==> config.mk <==
export PLATFORM = sky130hd
export DESIGN_NAME = sobel_bus_feeder
export DESIGN_NICKNAME = d
export VERILOG_FILES = /design/src/rtl/sobel_bus_feeder.sv
export SDC_FILE = /design/constraint.sdc
export NUM_CORES = 1
export LEC_CHECK = 0
export CORE_UTILIZATION = 50
export DETAILED_ROUTE_END_ITERATION = 10
export PLACE_DENSITY_LB_ADDON = 0.25
export SLEW_MARGIN = 20
export SYNTH_ARGS = -nofsm -noshare
export SYNTH_HDL_FRONTEND = slang
export SYNTH_SLANG_ARGS = --single-unit
export TNS_END_PERCENT = 50
==> constraint.sdc <==
create_clock -name clk -period 2.7 [get_ports clk]
set_clock_uncertainty 0.2 [all_clocks]
set_input_delay 0.54 -clock clk [delete_from_list [all_inputs] [get_ports clk]]
set_output_delay 0.54 -clock clk [all_outputs]
set_load 0.02 [all_outputs]
==> src/rtl/sobel_bus_feeder.sv <==
// Packs NPIX bus pixels into one window word and offers it to the mcu on a
// bus_data_ready/load_enable level handshake, double-buffered so the bus keeps streaming.
module sobel_bus_feeder #(
  parameter int DATA_W = 8,
  parameter int NPIX   = 9,
  parameter int CNT_W  = 16
) (
  input  logic                   clk,
  input  logic                   n_rst,
  input  logic                   clear,
  input  logic                   bus_valid,
  input  logic [DATA_W-1:0]      bus_data,
  output logic                   bus_ready,
  input  logic                   load_enable,
  output logic                   bus_data_ready,
  output logic [NPIX*DATA_W-1:0] window_out,
  output logic [CNT_W-1:0]       win_count,
  output logic                   spurious_load
);

  localparam int IDX_W = (NPIX > 1) ? $clog2(NPIX) : 1;
  localparam int WIN_W = NPIX * DATA_W;

  // Bus handshake: a pixel transfers on any edge where bus_valid && bus_ready.
  // bus_ready depends only on registered state, never on bus_valid.
  logic [WIN_W-1:0] acc;
  logic [WIN_W-1:0] acc_nxt;
  logic [IDX_W-1:0] idx;
  logic             acc_full;
  logic             accept;
  logic             consume;
  logic             last;
  logic             hold_free;

  assign bus_ready = !acc_full;
  assign accept    = bus_valid && !acc_full;
  assign consume   = load_enable && bus_data_ready;
  assign last      = accept && (idx == IDX_W'(NPIX - 1));
  assign hold_free = !bus_data_ready || consume;

  // Accumulator including the pixel arriving this cycle, so a completed
  // window can move straight into the hold register on the same edge.
  always_comb begin
    acc_nxt = acc;
    if (accept) acc_nxt[idx*DATA_W +: DATA_W] = bus_data;
  end

  always_ff @(posedge clk or negedge n_rst) begin
    if (!n_rst) begin
      acc            <= '0;
      idx            <= '0;
      acc_full       <= 1'b0;
      window_out     <= '0;
      bus_data_ready <= 1'b0;
      win_count      <= '0;
      spurious_load  <= 1'b0;
    end else if (clear) begin
      idx            <= '0;
      acc_full       <= 1'b0;
      bus_data_ready <= 1'b0;
      win_count      <= '0;
      spurious_load  <= 1'b0;
    end else begin
      acc <= acc_nxt;
      if (consume) win_count <= win_count + CNT_W'(1);
      if (load_enable && !bus_data_ready) spurious_load <= 1'b1;

      if (acc_full && consume) begin
        // Parked window replaces the consumed one; bus_data_ready stays high.
        window_out <= acc;
        acc_full   <= 1'b0;
        idx        <= '0;
      end else if (last && hold_free) begin
        window_out     <= acc_nxt;
        bus_data_ready <= 1'b1;
        idx            <= '0;
      end else if (last) begin
        acc_full <= 1'b1;
      end else begin
        if (accept) idx <= idx + IDX_W'(1);
        if (consume) bus_data_ready <= 1'b0;
      end
    end
  end

endmodule

Close-up of the layout:
Window x 81 to 106, y 81 to 106 microns. Cells in grey, sequential cells in the stronger grey; small squares are vias.
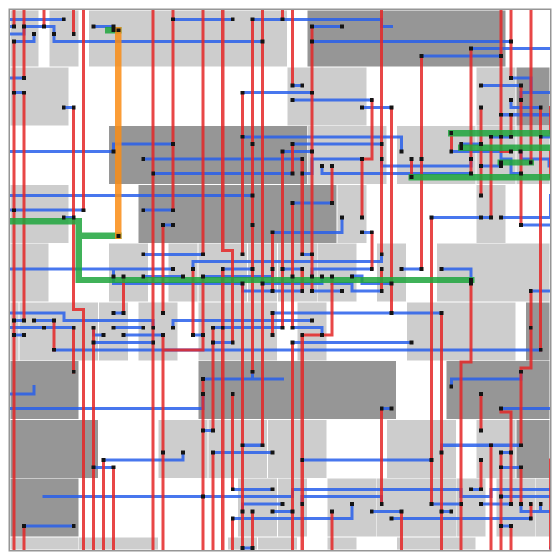
[red] met2
[green] met3
[orange] met4
[blue] met1
netlist names of flops here include: acc (4), window_out (1)
sequential cells in the window: 5
most frequent: mux2i_1 (8), nand2_1 (7), a21oi_1 (6)
cells with their middle in the window: 43

Met1 routing:
Drawn at 2 px/micron.
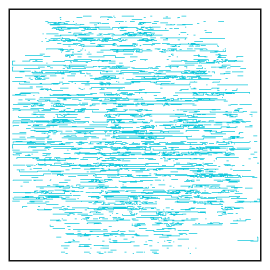
longest straight run: 39.1 microns
main direction: horizontal
met1 usage: 32.3%
Vias: 5,757
Total Routed Length: 18,200 microns

==> flow_summary.ini <==
; yosys + openroad results
[clock_network]
clock_path_buffers = 2
cts.clk_slew.worst_paths_ns = 0.06
tritoncts = done
cts_resized = 0
cts_setup_buffers = 0
clkLatencyLatePin_ns = 0.42
cts_made_buffers = 17
cts_hold_buf = 1
root_buffer = clkbuf_16

[power]
pwr_density_cell_mw_per_mm2 = 624
seqPwrFrac_pct = 45.7
total_power_w = 0.00605
power-top-group = sequential cells
p_leak_nw = 4.47
powerSeq_w = 0.00276
pg_comb_w = 0.000878
power_frac_clock_pct = 39.8
sw_frac_of_total_pct = 25.9
vdd_drop_max_v = 0.000428

[outcome]
status = finished, violations left
violations = design-rule violations

[worst_setup_path]
cp_num_cells = 7
reg2reg_from = idx[0]
critical_path_arrival_ns = 2.65
required_ns = 2.80
rrSetupSlack_ns = 0.15
rr_worst_depth = 7
max_stage_delay_ns = 0.46
critPathCaptureType = register
cp_top_family = AND-OR/OR-AND gates
worst-path-buf-inv = 1
startpoint = idx[0]
worstPathMaxFanout = 34

[yosys]
ys_seq_share_pct = 55.3
top_cells_by_area = dfrtp_1 (55%), mux2i_1 (6.4%), mux2_2 (6.0%), nand2_1 (4.6%), a21oi_1 (3.0%)
ys_types = 54
fp_nets = 719
yosysTopAreaCell = dfrtp_1
yosys_area_sq_mm = 0.00756
edf_count = 0
common_cells = dfrtp_1 (167), nand2_1 (93), nor2_1 (56)
synthArstFlopShare_pct = 100
synthFlopType = dfrtp_1
avgSynthCellArea_sq_um = 10.8

[timing]
setup_viol = 0
finalCritPeriodShare_pct = 94.3
finalHoldViolations = 0
whs_ns = 0.280
fin_crit_ns = 2.55
drv_slew = 0
clock.fmax_ghz = 0.393

[place]
placed_area_sq_mm = 0.00907
dp_slack_ns = 0.0148
place.gp.congestion = 0.842
place_inst = 1002

[global_route]
grt_overflow = 0
grt_use_total_pct = 24.8
grt_max_degree = 55

[cells_and_area]
mostFrequentLayoutCell = dfrtp_1
num_antenna_cells = 0
final_nets = 857
fill_cells = 1113
final_area_sq_mm = 0.00969
drive_gt1_share_pct = 16.2

[worst_hold_path]
hp-start = acc[9]
min_path_cells = 2
hp-class = register to register

[floorplanning]
fp.coreArea_sq_mm = 0.0146

[routing]
drc = 14
dr.pass1.iters = 9
vias_per_cell = 5.56
top_layer = met4
met3_length_microns = 968
ant_nets = 0
wl_met1_microns = 7770

[job]
maxCapViolCount = 0
warning_count = 28
Sequential cells coloured by netlist name:
Drawn at 4 px/micron. Other sequential cells in the stronger grey, the rest of the logic in the fainter grey.
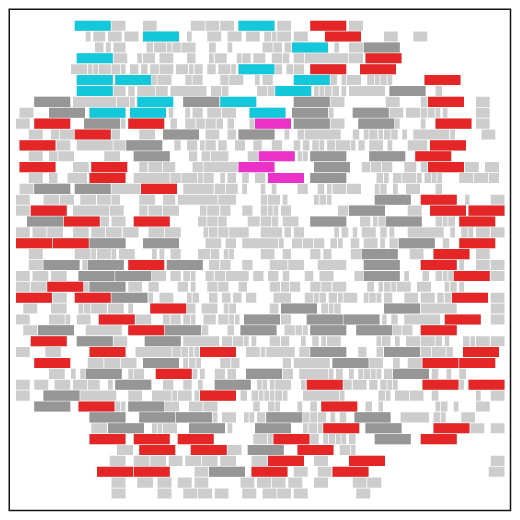
[magenta] idx | flops: 4
[red] window_out | flops: 72 | where: all over the die
[cyan] win_count | flops: 16
not coloured: 75

Routing congestion:
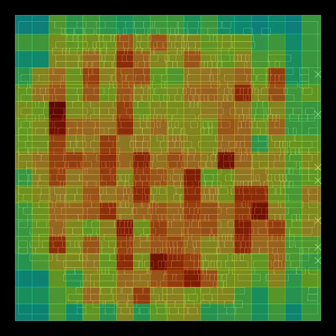
WL/cell: 17.6 microns
M2 GR Usage: 40.7%
met3 GRT Util: 4.49%
final core occ: 66.2%
GR peak layer: met2

[final cells by class]
cell class	instances	area [sq um]	area share (%)
Sequential cell	167	4180	43.1
Timing Repair Buffer	158	1510	15.6
Multi-Input combinational cell	474	3100	32.0
Clock buffer	21	470	4.85
Clock inverter	11	124	1.28
Inverter	21	78.8	0.813
Tap cell	184	230	2.37
[logic make-up (layout without fill, tap and decap cells)]
family	Yosys count	in the layout	share of synthesized area, %
AND-OR/OR-AND	127	127	10.4
XOR/XNOR	14	14	1.72
adder cells (fa/ha/maj)	5	5	0.828
buffers and inverters	60	211	3.86
flip-flops	167	167	55.3
multiplexers	88	88	12.3
AND/OR/NAND/NOR	240	240	15.6
Power figures rest on the tool's default switching activity, not on a simulated workload.
